===== config.mk =====
export PLATFORM = sky130hd
export DESIGN_NAME = param_sync_fifo_flat
export DESIGN_NICKNAME = d
export VERILOG_FILES = /design/src/rtl/param_sync_fifo_if.sv /design/src/rtl/param_sync_fifo.sv /design/src/flat_wrapper.sv
export SDC_FILE = /design/constraint.sdc
export NUM_CORES = 1
export LEC_CHECK = 0
export CORE_MARGIN = 4
export CORE_UTILIZATION = 50
export CTS_CLUSTER_DIAMETER = 60
export CTS_CLUSTER_SIZE = 24
export DETAILED_ROUTE_END_ITERATION = 7
export GPL_ROUTABILITY_DRIVEN = 1
export GPL_TIMING_DRIVEN = 0
export PLACE_DENSITY = 0.73
export SLEW_MARGIN = 20
export SYNTH_ARGS = -nofsm -noshare
export SYNTH_HDL_FRONTEND = slang
export SYNTH_SLANG_ARGS = --single-unit

===== constraint.sdc =====
create_clock -name clk -period 3.3 [get_ports clk]
set_clock_uncertainty 0.1 [all_clocks]
set_input_delay 0.33 -clock clk [delete_from_list [all_inputs] [get_ports clk]]
set_output_delay 0.33 -clock clk [all_outputs]
set_load 0.005 [all_outputs]

===== src/rtl/param_sync_fifo_if.sv =====
// Handshake bundle for param_sync_fifo: write/read requests, data,
// occupancy and status flags. master = producer/consumer, slave = FIFO.
interface param_sync_fifo_if #(
  parameter int WIDTH = 16,
  parameter int DEPTH = 16
);
  localparam int AW = $clog2(DEPTH);

  logic             fifo_write;
  logic             fifo_read;
  logic [WIDTH-1:0] fifo_data_in;
  logic [WIDTH-1:0] fifo_data_out;
  logic             fifo_full;
  logic             fifo_empty;
  logic             fifo_almost_full;
  logic             fifo_almost_empty;
  logic [AW:0]      fifo_count;
  logic             fifo_overflow;
  logic             fifo_underflow;

  modport master (
    output fifo_write, fifo_read, fifo_data_in,
    input  fifo_data_out, fifo_full, fifo_empty,
    input  fifo_almost_full, fifo_almost_empty,
    input  fifo_count, fifo_overflow, fifo_underflow
  );

  modport slave (
    input  fifo_write, fifo_read, fifo_data_in,
    output fifo_data_out, fifo_full, fifo_empty,
    output fifo_almost_full, fifo_almost_empty,
    output fifo_count, fifo_overflow, fifo_underflow
  );
endinterface


===== src/rtl/param_sync_fifo.sv =====
// Parametrised single-clock FIFO with registered count/flags and
// overflow/underflow pulses. Ports: clk, rst (sync, active-high),
// bus (param_sync_fifo_if.slave). Define FIFO_FWFT_EN for
// first-word-fall-through reads; default is registered read data.
module param_sync_fifo #(
  parameter int WIDTH     = 16,
  parameter int DEPTH     = 16,
  parameter int AF_THRESH = 14,
  parameter int AE_THRESH = 2
) (
  input logic clk,
  input logic rst,
  param_sync_fifo_if.slave bus
);
  localparam int AW = $clog2(DEPTH);
  localparam logic [AW:0] FULL_C = (AW+1)'(DEPTH);
  localparam logic [AW:0] AF_C   = (AW+1)'(AF_THRESH);
  localparam logic [AW:0] AE_C   = (AW+1)'(AE_THRESH);
  localparam logic [AW:0] ONE_C  = (AW+1)'(1);

  logic [WIDTH-1:0] mem [DEPTH];
  logic [AW-1:0]    wr_ptr;
  logic [AW-1:0]    rd_ptr;
  logic [AW:0]      count;
  logic [AW:0]      count_nx;
  logic             full;
  logic             empty;
  logic             wr_ok;
  logic             rd_ok;

  // Acceptance uses the registered flags only, so a full FIFO
  // still takes a read and an empty one still takes a write.
  assign wr_ok = bus.fifo_write && !full;
  assign rd_ok = bus.fifo_read && !empty;

  always_comb begin
    count_nx = count;
    case ({wr_ok, rd_ok})
      2'b10:   count_nx = count + ONE_C;
      2'b01:   count_nx = count - ONE_C;
      default: count_nx = count;
    endcase
  end

  // Storage is intentionally not reset.
  always_ff @(posedge clk) begin
    if (wr_ok) mem[wr_ptr] <= bus.fifo_data_in;
  end

  // Flags are derived from the next count so they line up with
  // fifo_count one cycle after the causing edge.
  always_ff @(posedge clk) begin
    if (rst) begin
      wr_ptr                <= '0;
      rd_ptr                <= '0;
      count                 <= '0;
      full                  <= 1'b0;
      empty                 <= 1'b1;
      bus.fifo_almost_full  <= 1'b0;
      bus.fifo_almost_empty <= 1'b1;
      bus.fifo_overflow     <= 1'b0;
      bus.fifo_underflow    <= 1'b0;
    end else begin
      if (wr_ok) wr_ptr <= wr_ptr + 1'b1;
      if (rd_ok) rd_ptr <= rd_ptr + 1'b1;
      count                 <= count_nx;
      full                  <= (count_nx == FULL_C);
      empty                 <= (count_nx == '0);
      bus.fifo_almost_full  <= (count_nx >= AF_C);
      bus.fifo_almost_empty <= (count_nx <= AE_C);
      bus.fifo_overflow     <= bus.fifo_write && full;
      bus.fifo_underflow    <= bus.fifo_read && empty;
    end
  end

`ifdef FIFO_FWFT_EN
  // Head word shown directly; zero while empty.
  assign bus.fifo_data_out = empty ? '0 : mem[rd_ptr];
`else
  logic [WIDTH-1:0] dout_q;

  always_ff @(posedge clk) begin
    if (rst)        dout_q <= '0;
    else if (rd_ok) dout_q <= mem[rd_ptr];
  end

  assign bus.fifo_data_out = dout_q;
`endif

  assign bus.fifo_full  = full;
  assign bus.fifo_empty = empty;
  assign bus.fifo_count = count;
endmodule


===== src/flat_wrapper.sv =====
// flat-port wrapper written by rule: the top's interface ports become plain ports
module param_sync_fifo_flat 
#(
  parameter int WIDTH     = 16,
  parameter int DEPTH     = 16,
  parameter int AF_THRESH = 14,
  parameter int AE_THRESH = 2
)
  (clk, rst, bus_fifo_write, bus_fifo_read, bus_fifo_data_in, bus_fifo_data_out, bus_fifo_full, bus_fifo_empty, bus_fifo_almost_full, bus_fifo_almost_empty, bus_fifo_count, bus_fifo_overflow, bus_fifo_underflow);
  param_sync_fifo_if #(.WIDTH(WIDTH), .DEPTH(DEPTH)) bus_i ();
  input logic clk;
  input logic rst;
  input wire logic [$bits(bus_i.fifo_write)-1:0] bus_fifo_write;
  input wire logic [$bits(bus_i.fifo_read)-1:0] bus_fifo_read;
  input wire logic [$bits(bus_i.fifo_data_in)-1:0] bus_fifo_data_in;
  output wire logic [$bits(bus_i.fifo_data_out)-1:0] bus_fifo_data_out;
  output wire logic [$bits(bus_i.fifo_full)-1:0] bus_fifo_full;
  output wire logic [$bits(bus_i.fifo_empty)-1:0] bus_fifo_empty;
  output wire logic [$bits(bus_i.fifo_almost_full)-1:0] bus_fifo_almost_full;
  output wire logic [$bits(bus_i.fifo_almost_empty)-1:0] bus_fifo_almost_empty;
  output wire logic [$bits(bus_i.fifo_count)-1:0] bus_fifo_count;
  output wire logic [$bits(bus_i.fifo_overflow)-1:0] bus_fifo_overflow;
  output wire logic [$bits(bus_i.fifo_underflow)-1:0] bus_fifo_underflow;
  assign bus_i.fifo_write = bus_fifo_write;
  assign bus_i.fifo_read = bus_fifo_read;
  assign bus_i.fifo_data_in = bus_fifo_data_in;
  assign bus_fifo_data_out = bus_i.fifo_data_out;
  assign bus_fifo_full = bus_i.fifo_full;
  assign bus_fifo_empty = bus_i.fifo_empty;
  assign bus_fifo_almost_full = bus_i.fifo_almost_full;
  assign bus_fifo_almost_empty = bus_i.fifo_almost_empty;
  assign bus_fifo_count = bus_i.fifo_count;
  assign bus_fifo_overflow = bus_i.fifo_overflow;
  assign bus_fifo_underflow = bus_i.fifo_underflow;
  param_sync_fifo #(.WIDTH(WIDTH), .DEPTH(DEPTH), .AF_THRESH(AF_THRESH), .AE_THRESH(AE_THRESH)) u_core (.clk(clk), .rst(rst), .bus(bus_i));
endmodule

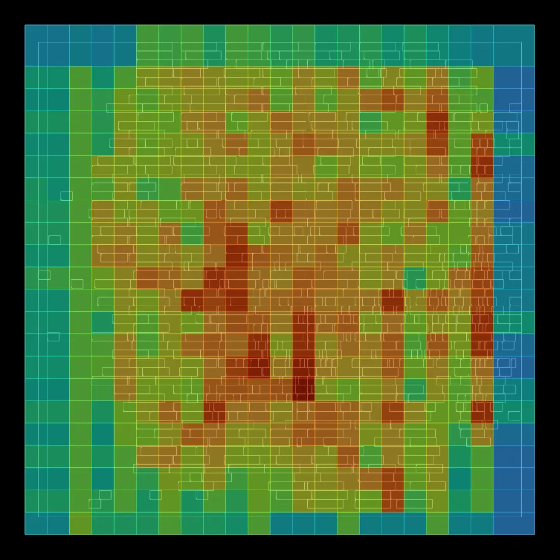
Run 1: track usage over the die
final core occ: 58.2%
global routing met3 resource utilization: 2.79%
routed wire length per instance: 24.2 um

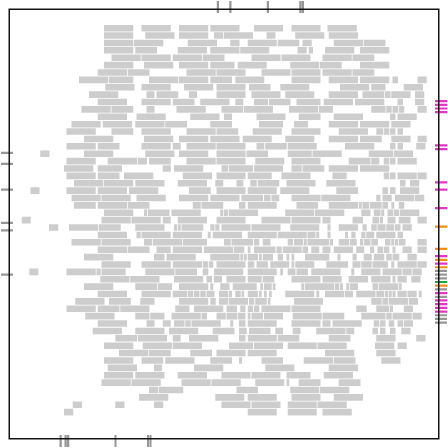
Run 1: ports around the boundary
Pins as bars across the die edge, other pins in gray.
bus_fifo_count: in orange, pins 5, direction output, edge right. bus_fifo_almost_full: in green, pins 1, direction output, edge right. bus_fifo_data_out: in magenta, pins 16, direction output, edge right.
All pins by edge: 30 right, 6 left, 6 bottom, 5 top.
count of buffers inserted at the top-level ports: 45
die boundary width: 158 um
overall die height: 158 um

==> results.txt, run 1 <==
Results of the run.

The tool warning count for the run is 29. The ratio of cells with drive above 1 in the final layout is 23.7%. The power in the clock group is 2.09 mW. The flow ran to the end, and the final reports show no timing, DRC or antenna violations.

Summed over all layers, the routed wires come to 22500 um. Looking at the power breakdown, the clock network takes 29.6% of the total. Per the log, the first TritonRoute iteration ended with a DRC count of 550.

The mapped netlist covers 0.0112 mm2. The areal power density over the cells is 554 mW/mm2. The number of hold buffers added after CTS was 0. Nets still carrying antenna violations after routing amount to 0.

TritonCTS created 17 clock buffers. In this run the critical path is formed by clkdlybuf4s50_1 > nor2b_2 > buf_2 > buf_1 > nand2_1 > xnor2_1 > ha_1 > a21o_1 > and3_4 > or4_4 > and2_4 > a41o_2. The area recorded from the Yosys report for this design is 0.0112 mm2.

Ranked by total cell area, the synthesized netlist is headed by edfxtp_1 (69%), mux4_2 (13%), dfxtp_1 (6.3%). The worst reg2reg path endpoint is u_core.bus.fifo_almost_empty. The share of the synthesized area in the top cell type is 68.6%. Among logic cells in the layout, the one with the most instances is edfxtp_1. Setup repair after global routing left no endpoint under its margin.

The post-layout instance count excluding filler cells is 930. The global-route congestion overflow total is 0. The latest clock arrival within the worst-skew pair is 0.49 ns. Setup slack on the worst path after placement came out at -0.297 ns. The kind of critical path is input pin to flop. The pin closest to its max-slew limit shows a slew of 0.808 ns. The worst register-to-register path has a setup slack of 0.22 ns. The number of antenna violations at the first check in global routing was 0. The mean cell area of the mapped netlist is 20.0 um2. The data arrival time reported for the critical path is 3.39 ns. After detailed routing, the wire length on met1 is 9500 um.

The dominant cell by count in the synthesized netlist is edfxtp_1. The internal power is 5.49 mW. The library cell contributing the largest single delay on the critical path is clkdlybuf4s50_1. The endpoint of the worst hold path is reported as u_core.bus.fifo_count[1]. The largest register by flop count is u_core.mem. The number of setup buffers added after CTS is 0. The required time at the worst-slack endpoint is 3.58 ns. The final critical path time including I/O delays and setup is 3.11 ns. The total die area is 0.0249 mm2. Synthesis produced a netlist with a net count of 586. Leaving out buffers and inverters, the combinational logic in the layout accounts for 0.00267 mm2. The part of the total power dissipated in combinational logic is 11.9%.

The maximum resistive drop on vdd is 0.265 mV. Together, buffers and inverters on the worst path number 3. For this block, the via count after detailed routing is 5660. The number of global-route vias before repair is 5852. Counting cells, the worst reg-to-reg path comes to 11. The finished design was reported to have a net count of 670. The worst hold path was traced through 3 stages.

The combinational cell power is 0.841 mW. After routing, the total negative slack on setup checks comes to 0 ns. 0 antenna diodes ended up in the layout. TritonCTS built the clock tree.

The detailed router used layers up to and including met4.
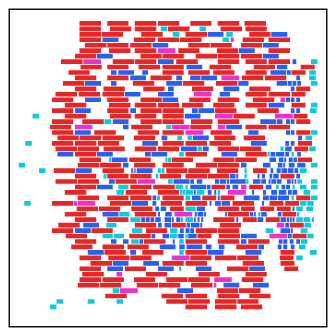
Run 1: cell classes on the final placement
clock drivers and dummy loads: in magenta, cells 26, share of their area 3.9%. combinational and other logic: in blue, cells 233, share of their area 22%. other buffers and delay cells: in cyan, cells 100, share of their area 6.9%. flops: in red, cells 291, share of their area 68%.
Finished Cell Area: 0.0128 mm2
flop share of the area: 65.7%
Row Count: 54

==> run 1: kinds of logic after synthesis <==
kind of cell | count (synthesis) | synth area share [%]
adder cells (fa/ha/maj) | 7 | 0.782
AND-OR/OR-AND | 64 | 4.88
AND/OR/NAND/NOR | 83 | 3.94
multiplexers | 66 | 13.1
flip-flops | 291 | 74.9
XOR/XNOR | 9 | 0.704
buffers and inverters | 39 | 1.73
==> run 1: layout make-up <==
| cell class | count | area share [%] |
|---|---|---|
| Sequential cell | 291 | 65.7 |
| Multi-Input combinational cell | 229 | 20.9 |
| Timing Repair Buffer | 65 | 5.38 |
| Clock buffer | 19 | 3.39 |
| Tap cell | 280 | 2.74 |
| Buffer | 35 | 1.36 |
| Clock inverter | 7 | 0.450 |
| Inverter | 4 | 0.157 |
==> run 1: how the worst max path moves through the flow <==
| stage | slack (ns) | cells past startpoint | endpoint | startpoint |
|---|---|---|---|---|
| floorplan | 0.55 | 11 | u_core.bus.fifo_almost_empty | bus_fifo_read |
| global placement | -0.58 | 5 | u_core.mem[3][14] | bus_fifo_write |
| detailed placement | -0.30 | 12 | u_core.bus.fifo_almost_empty | bus_fifo_read |
| CTS | 0.21 | 12 | u_core.bus.fifo_almost_empty | bus_fifo_read |
| global route | 0.02 | 12 | u_core.bus.fifo_almost_full | bus_fifo_read |
| finish | 0.19 | 12 | u_core.bus.fifo_almost_empty | bus_fifo_read |
==> run 1: metrics by stage <==
stage / util [%] / instance area, um2 / hold slack [ns] / total power [mW]
floorplan: - / 11200 / 0.329 / 4.76
global placement: 54.6 / 12000 / 0.352 / 5.03
detailed placement: 55.9 / 12300 / 0.359 / 5.07
CTS: 58.2 / 12800 / 0.185 / 7.13
global route: 58.2 / 12800 / 0.212 / 7.36
finish: 58.2 / 12800 / 0.204 / 7.07
==> run 2, diff against run 1 <==
- REMOVE_ABC_BUFFERS: unset -> 1
==> results.txt, run 2 <==
Results of the run.

The area of the synthesized netlist per yosys stat is 0.0112 mm2 (unchanged). The part of the total power dissipated in combinational logic came to 10.9% (-1.0 points). The global routing met3 resource utilization was 3.14% (+0.36 points).

The layout buffer count excluding clock buffers is 63 (-37%). The ratio of cells with drive above 1 in the final layout is 23.7% (about the same). Setup repair after global routing left no endpoint under its margin. The clock network fraction of design power came to 32.7% (+3.1 points). The top cell class by occupied area is sequential cells. The area of combinational cells with multiple inputs is 0.00273 mm2 (+2.3%). The total die area is 0.0249 mm2 (unchanged). The number of vias after detailed routing is 5589 (-1.3%). The starting DRC count in detailed routing is 504 (-8.4%). The library cell contributing the largest single delay on the critical path is or4_4.

The vertical die dimension came to 158 um (unchanged). The global-route congestion overflow total is 0 (unchanged). The count of nets after finishing came to 635 (-5.2%).

Synthesis handed over a netlist of 559 instances. The areal power density over the cells is 576 mW/mm2 (+4.1%). The clock network area share came to 4.86% (+1.0 points). The timing report gives the clock slew at the launch and capture registers of the worst setup and hold paths as 0.09 ns. The hold buffer count at cts is 0 (unchanged). The count of multi-input gates is 229 (unchanged). The total power consumption of the routed design is 7.40 mW (+4.6%). The number of setup buffers added after CTS was 0 (unchanged).

The transition time at the pin with the least slew margin came to 1.07 ns (+0.263 ns). The critical path goes through nor2b_4 > buf_16 > nand2_1 > xnor2_1 > ha_1 > a21o_1 > and3_4 > or4_4 > and2_4 > a41o_2. The main area contributors are edfxtp_1 (69%), mux4_2 (13%), dfxtp_1 (6.3%).

The horizontal die dimension is 158 um (unchanged). The buffer share of cell area is 5.63% (-1.1 points). The dominant cell by count in the synthesized netlist is edfxtp_1.

TritonCTS built the clock tree. The tally of OpenROAD warnings came to 28 (-3.4%). The post-detailed-placement cell area came to 0.0122 mm2 (-0.55%). The number of flip-flops and latches came to 291 (unchanged). The iteration tally of the first detailed-router pass is 4. The tightest hold margin is 0.290 ns (+0.0862 ns). The well tap count is 280 (unchanged). The post-detailed-routing wire length was 23600 um (+4.6%). The standard-cell row count is 54 (unchanged). The share of the synthesized area in the top cell type is 68.6% (unchanged).

The count of antenna diodes in the layout is 0 (unchanged). The latest clock arrival within the worst-skew pair is 0.51 ns (+0.02 ns). The routed length per instance is 26.2 um (+8.1%). The number of cells on the worst hold path is 3 (unchanged). The final critical path time including I/O delays and setup is 2.86 ns (-0.258 ns). The cell area after synthesis was 0.0112 mm2 (unchanged). For this design the top-level I/O count stands at 47.

Post-CTS repair ended up resizing 0 cells. The count of clock-net buffers in the final layout came to 25 (+6). More flip-flops sit in one register than any other, and that register is u_core.mem. The kind of critical path is flop to flop.

The number of antenna violations at the first check in global routing is 0 (unchanged). The script parses the final routing iteration and logs DRC violations as 0. The average via count per standard cell is 6.21. The final sum of negative setup slack is 0 ns (unchanged). The mean cell area of the mapped netlist is 20.0 um2 (unchanged). The path depth of the worst reg2reg path is 10 (-1). The critical path data arrival time is 3.16 ns (-0.23 ns).

The number of global-route vias before repair was 5737 (-2.0%). For this run, the slowest stage of the critical path takes 0.42 ns. The maximum resistive drop on vdd was 0.442 mV (+67%). The post-route standard cell area excluding fillers was 0.0128 mm2 (+0.52%). The proportion of cell area occupied by registers is 65.4% (-0.28 points).

The number of non-clock inverters in the layout is 4 (unchanged). The required time at the worst-slack endpoint was 3.60 ns (+0.02 ns). Counting pins that exceed their max-slew limit in the final report gives 0. The flow ran to the end, and the final reports show no timing, DRC or antenna violations. The post-detailed-route count of antenna-violating nets is 0 (unchanged). The worst setup slack after placement is -0.0387 ns (+0.259 ns).
run 2: cell counts after synthesis:
No cell type changed its count.
run 2: critical path, delay by kind of cell (launching register included):
family                     cells  cell delay (ns)
xor gates and xnor gates       1             0.13
AOI/OAI and AO/OA              2             0.44
adders and majority gates      1             0.23
and+or+nand+nor                5             1.28
DFF                            1             0.36
buffers and inverters          1             0.23
run 2: per-layer routing:
metal / vias up / part of all wire [%]
met5: - / 0
met1: 2929 / 41
met2: 217 / 49
met4: 0 / 2.7
li1: 2392 / -
met3: 51 / 7.1
run 2: kinds of logic after synthesis:
group           after synthesis  share of synthesized area, %
compound gates               64                          4.88
xor+xnor                      9                         0.704
fa+ha+maj                     7                         0.782
buf+inv                      39                          1.73
flops                       291                          74.9
mux                          66                          13.1
simple gates                 83                          3.94
run 2: path summary, 6_finish.rpt:
path | from | endpoint | slack (ns)
worst max register to register | u_core.bus.fifo_empty | u_core.bus.fifo_empty | 0.44
worst min-delay path | bus_fifo_read | u_core.bus.fifo_underflow | 0.29
worst max-delay path | u_core.bus.fifo_empty | u_core.bus.fifo_empty | 0.44
worst min register to register | u_core.bus.fifo_empty | u_core.bus.fifo_underflow | 0.39
run 2: power groups by stage:
stage | combinational, mW | sequential (mW) | clock (mW)
floorplan | 0.445 | 4.30 | 0
global placement | 0.683 | 4.34 | 0
detailed placement | 0.809 | 4.26 | 0
CTS | 0.814 | 4.18 | 2.46
global route | 0.866 | 4.19 | 2.60
finish | 0.805 | 4.18 | 2.42
run 2: per-stage QoR:
stage          utilization (%)  std cells
4_1_cts                   58.5        900
5_1_grt                   58.5        900
2_1_floorplan                -        524
3_3_place_gp              53.9        850
6_report                  58.5        900
3_5_place_dp              55.6        867
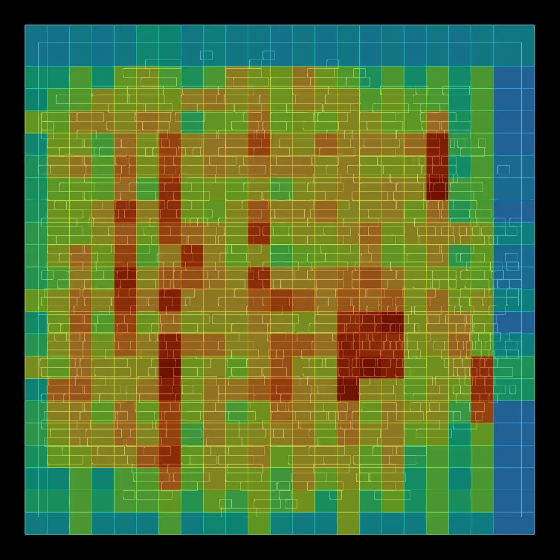
Run 2: track usage over the die
met1 GRT Util: 26.8%
overall global routing resource usage: 19.1%
M2 GR Usage: 31.7%

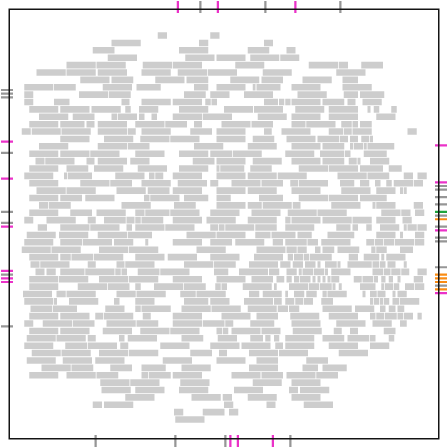
Run 2: ports around the boundary
Pins as bars across the die edge, other pins in gray.
bus_fifo_almost_full: in green, pins 1, direction output, edge right. bus_fifo_data_out: in magenta, pins 16, direction output, edge 6 left, 4 right, 3 bottom, 3 top. bus_fifo_count: in orange, pins 5, direction output, edge right.
count of buffers inserted at the top-level ports: 46

No activity file was given, so power comes from the tool's default toggle rates.
